Run 1, cell area per tile:
The die is cut into 7 by 9 equal tiles; white is low, dark blue is high, 0 to 100% covered.
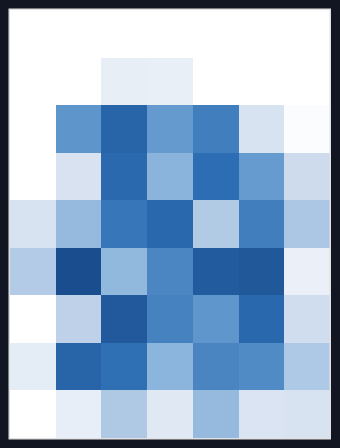
Run 1, gate-type map:
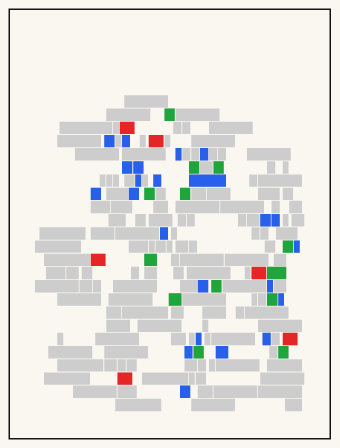
Run 1, metal 2:
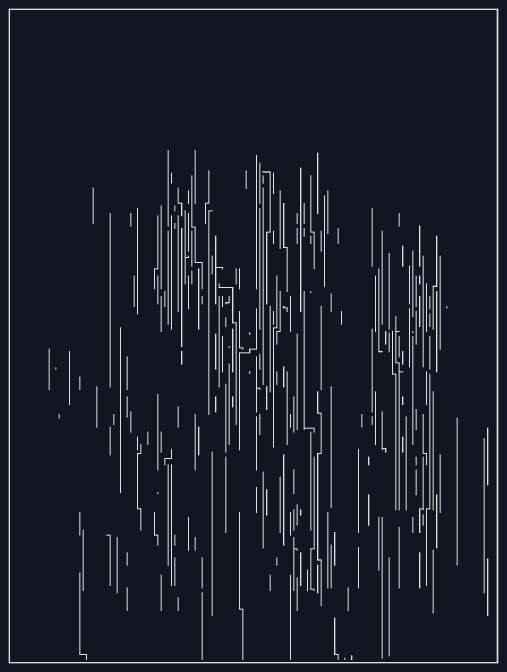
Run 1, wiring by layer:
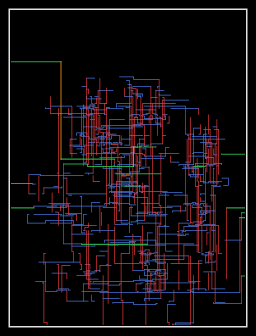
==> config.mk <==
export PLATFORM = sky130hd
export DESIGN_NAME = i2c_bus_cond_detector
export DESIGN_NICKNAME = d
export VERILOG_FILES = /design/src/rtl/i2c_bus_cond_detector.sv
export SDC_FILE = /design/constraint.sdc
export NUM_CORES = 1
export LEC_CHECK = 0
export CORE_ASPECT_RATIO = 1.4
export CORE_MARGIN = 5
export CORE_UTILIZATION = 42
export DETAILED_ROUTE_END_ITERATION = 10
export DONT_BUFFER_PORTS = 1
export PLACE_DENSITY = 0.67
export SLEW_MARGIN = 20
export SYNTH_ARGS = -nofsm -noshare
export SYNTH_HDL_FRONTEND = slang
export SYNTH_SLANG_ARGS = --single-unit
==> constraint.sdc <==
create_clock -name clk -period 1.9 [get_ports clk]
set_input_delay 0.38 -clock clk [delete_from_list [all_inputs] [get_ports clk]]
set_output_delay 0.38 -clock clk [all_outputs]
set_load 0.03 [all_outputs]
==> results.json <==
{
  "fillCellCount": 374,
  "buf_share_pct": 3.60,
  "design_area_mm2": 0.00209,
  "setup_violations": 0,
  "hold_class": "primary input to flip-flop",
  "grt_pass1_wl_um": 5550,
  "worstPathMaxFanout": 3,
  "top_layer": "met4",
  "area.combinational_um2": 706,
  "warning_count": 28,
  "hold_slack_ns": 0.0793,
  "root_buffer": "clkbuf_8",
  "ys_types": 35,
  "cp.depth": 3,
  "dpl-instance-area_mm2": 0.00192,
  "synth_cells": 163,
  "ff2ff_path_depth": 5,
  "grt_max_degree": 44,
  "die_y_um": 88.2,
  "nNetsFinal": 183,
  "clock_skew_ns": 0.0104,
  "cts_tree": "yes",
  "chipArea_mm2": 0.00581,
  "sh_seq_area_pct": 52.1,
  "row_count": 28,
  "grt_remaining_overflow": 0,
  "edf_count": 0,
  "p_leak_nw": 0.875,
  "nMultiInputCombCells": 108,
  "fp_nets": 171,
  "buffers": 8,
  "cp_slowest_cell": "or4_4",
  "clk_pin_slew_ns": 0.08,
  "final_cell_mix": "dfrtp_1 (35), nor2_1 (10), o21ai_0 (10), a21oi_1 (10), inv_1 (9)",
  "power_density_mw_per_mm2": 1240,
  "top_cells_by_count": "dfrtp_1 (35), nor2_1 (11), a21oi_1 (10), o21ai_0 (10), inv_1 (9)",
  "maxSlewViolCount": 0,
  "htreeDepth": 2,
  "gp_routability_congestion": 0.774,
  "top_area_share_pct": 47.7,
  "ir_worst_vdd_mv": 0.915,
  "wl_met3_um": 120,
  "taps": 60,
  "area_leaders": "dfrtp_1 (48%), dfstp_2 (11%), a21oi_1 (2.7%)",
  "path_buffers": 1,
  "io_pins": 15,
  "hold_viol_final": 0,
  "areaGrowthSynthToFinish_pct": 13.6,
  "timing.setup.tns_ns": 0,
  "fmaxAchievable_mhz": 539,
  "timing.final.ws_setup_ns": 0.0463,
  "grt_busiest_layer": "met2",
  "max_stage_delay_ns": 0.55,
  "cp_top_family": "simple AND/OR/NAND/NOR gates",
  "worstPathArrival_ns": 1.47,
  "fp_util_pct": 43.3,
  "flops": 43,
  "hold_depth": 0,
  "vias_per_cell": 5.11,
  "netlist_area_mm2": 0.00184,
  "cts_buffers": 5,
  "ff2ff_setup_slack_ns": 0.32,
  "drc_errors": 0,
  "total_power_w": 0.00258,
  "xor_area_share_pct": 2.86,
  "wl_met2_um": 1670,
  "port_buffers": 0,
  "cts_resized": 0,
  "yosys_warnings": 0,
  "critPathRequiredTime_ns": 1.52,
  "cts_sinks": 43,
  "synthSimpleGateAreaFrac_pct": 21.0,
  "post_cts_buffers": 2,
  "synth.yosys.seq_area_share_pct": 59.2,
  "yosys_cells": 163,
  "ys_area_mm2": 0.00184,
  "pre_cts_ws_ns": 0.277,
  "met1_usage_pct": 15.0,
  "clockBufferCount": 6,
  "regArea_mm2": 0.00109,
  "worstSetupPathType": "flip-flop to primary output",
  "top_area_cell": "dfrtp_1",
  "drtAntennaViolNets": 0,
  "inv_count": 9,
  "clk_latency_ns": 0.29,
  "avgSynthCellArea_um2": 11.3,
  "end_kind": "primary output",
  "most_common_cell": "dfrtp_1",
  "adder_share_pct": 2.73,
  "maxCapViolCount": 0,
  "drive_above_1_share_pct": 17.6,
  "aoi_share_pct": 7.98,
  "crit_chain": "or4_4 -> nor2_2 -> buf_4",
  "first_iter_violations": 52,
  "ff_type": "dfrtp_1",
  "wl_met1_um": 1340,
  "dominant-cell-class": "registers",
  "largest_reg_flops": 13,
  "placed_cells": 223,
  "dr.pass1.iters": 4,
  "clkCellAreaFrac_pct": 5.28,
  "antenna_found_initial": 0,
  "grt_util_met3_pct": 3.81,
  "clockBufferDepth": 2,
  "grt_pass1_vias": 1184,
  "synthArstFlopShare_pct": 100,
  "hpwl_um": 2220,
  "cp-start-kind": "flip-flop",
  "ctsHoldBuffers": 2,
  "ys.flops": 43,
  "synthTopLogicFamily": "simple AND/OR/NAND/NOR gates",
  "min_period_ns": 1.85,
  "dieWidth_um": 65.9,
  "finalCritPeriodShare_pct": 97.6,
  "mux_area_share_pct": 3.54,
  "diodes": 0,
  "outcome": "finished, final reports clean"
}
Notes on 'cell area per tile' above:
densest ninth of the die = middle
nearly empty tiles = 27%
fullest tile = 88%
mean over tiles = 35%
tiles over 75% full = 16%
Core ar.: 0.00424 mm^2
fin util: 49.2%

Notes on 'gate-type map' above:
AND and OR gates -> green  # cells 13, most used or3_1
NAND gates -> blue  # cells 23, most used nand3_1
XOR/XNOR gates -> red  # cells 6
Cell Count, Final, Fillers Out: 236
Commonest Layout Cell: dfrtp_1
Comb area share: 33.8%

Notes on 'metal 2' above:
longest straight run = 27.5 um
share of all routed wire = 53%
nets with wire on the layer = 152
wire length on this layer = 1670 um
main direction = vertical
met2 global-route usage: 21.4%
DRT Wirelength: 3170 um
via count: 1207

Notes on 'wiring by layer' above:
met2 -> red  # wire length 1670 um
met4 -> orange  # wire length 32.6 um
met1 -> blue  # wire length 1340 um
met3 -> green  # wire length 121 um
GRT Total Usage: 12.6%
Wirelength per Cell: 13.4 um

-- run 1: where the power goes --
part           internal, W  leakage (nW)  switching [W]  total [W]
combinational     0.000224         0.271       0.000231   0.000455
clock             0.000392        0.0514       0.000298   0.000690
sequential         0.00112         0.552       0.000319    0.00144
total              0.00174         0.875       0.000849    0.00258
-- run 1: kinds of logic (layout without fill, tap and decap cells) --
kind of cell	after synthesis	after routing
XOR/XNOR	6	6
flip-flops	43	43
multiplexers	6	6
other	1	1
AND/OR/NAND/NOR	65	65
adder cells (fa/ha/maj)	4	4
buffers and inverters	12	25
AND-OR/OR-AND	26	26
Power and IR drop assume default switching activity.
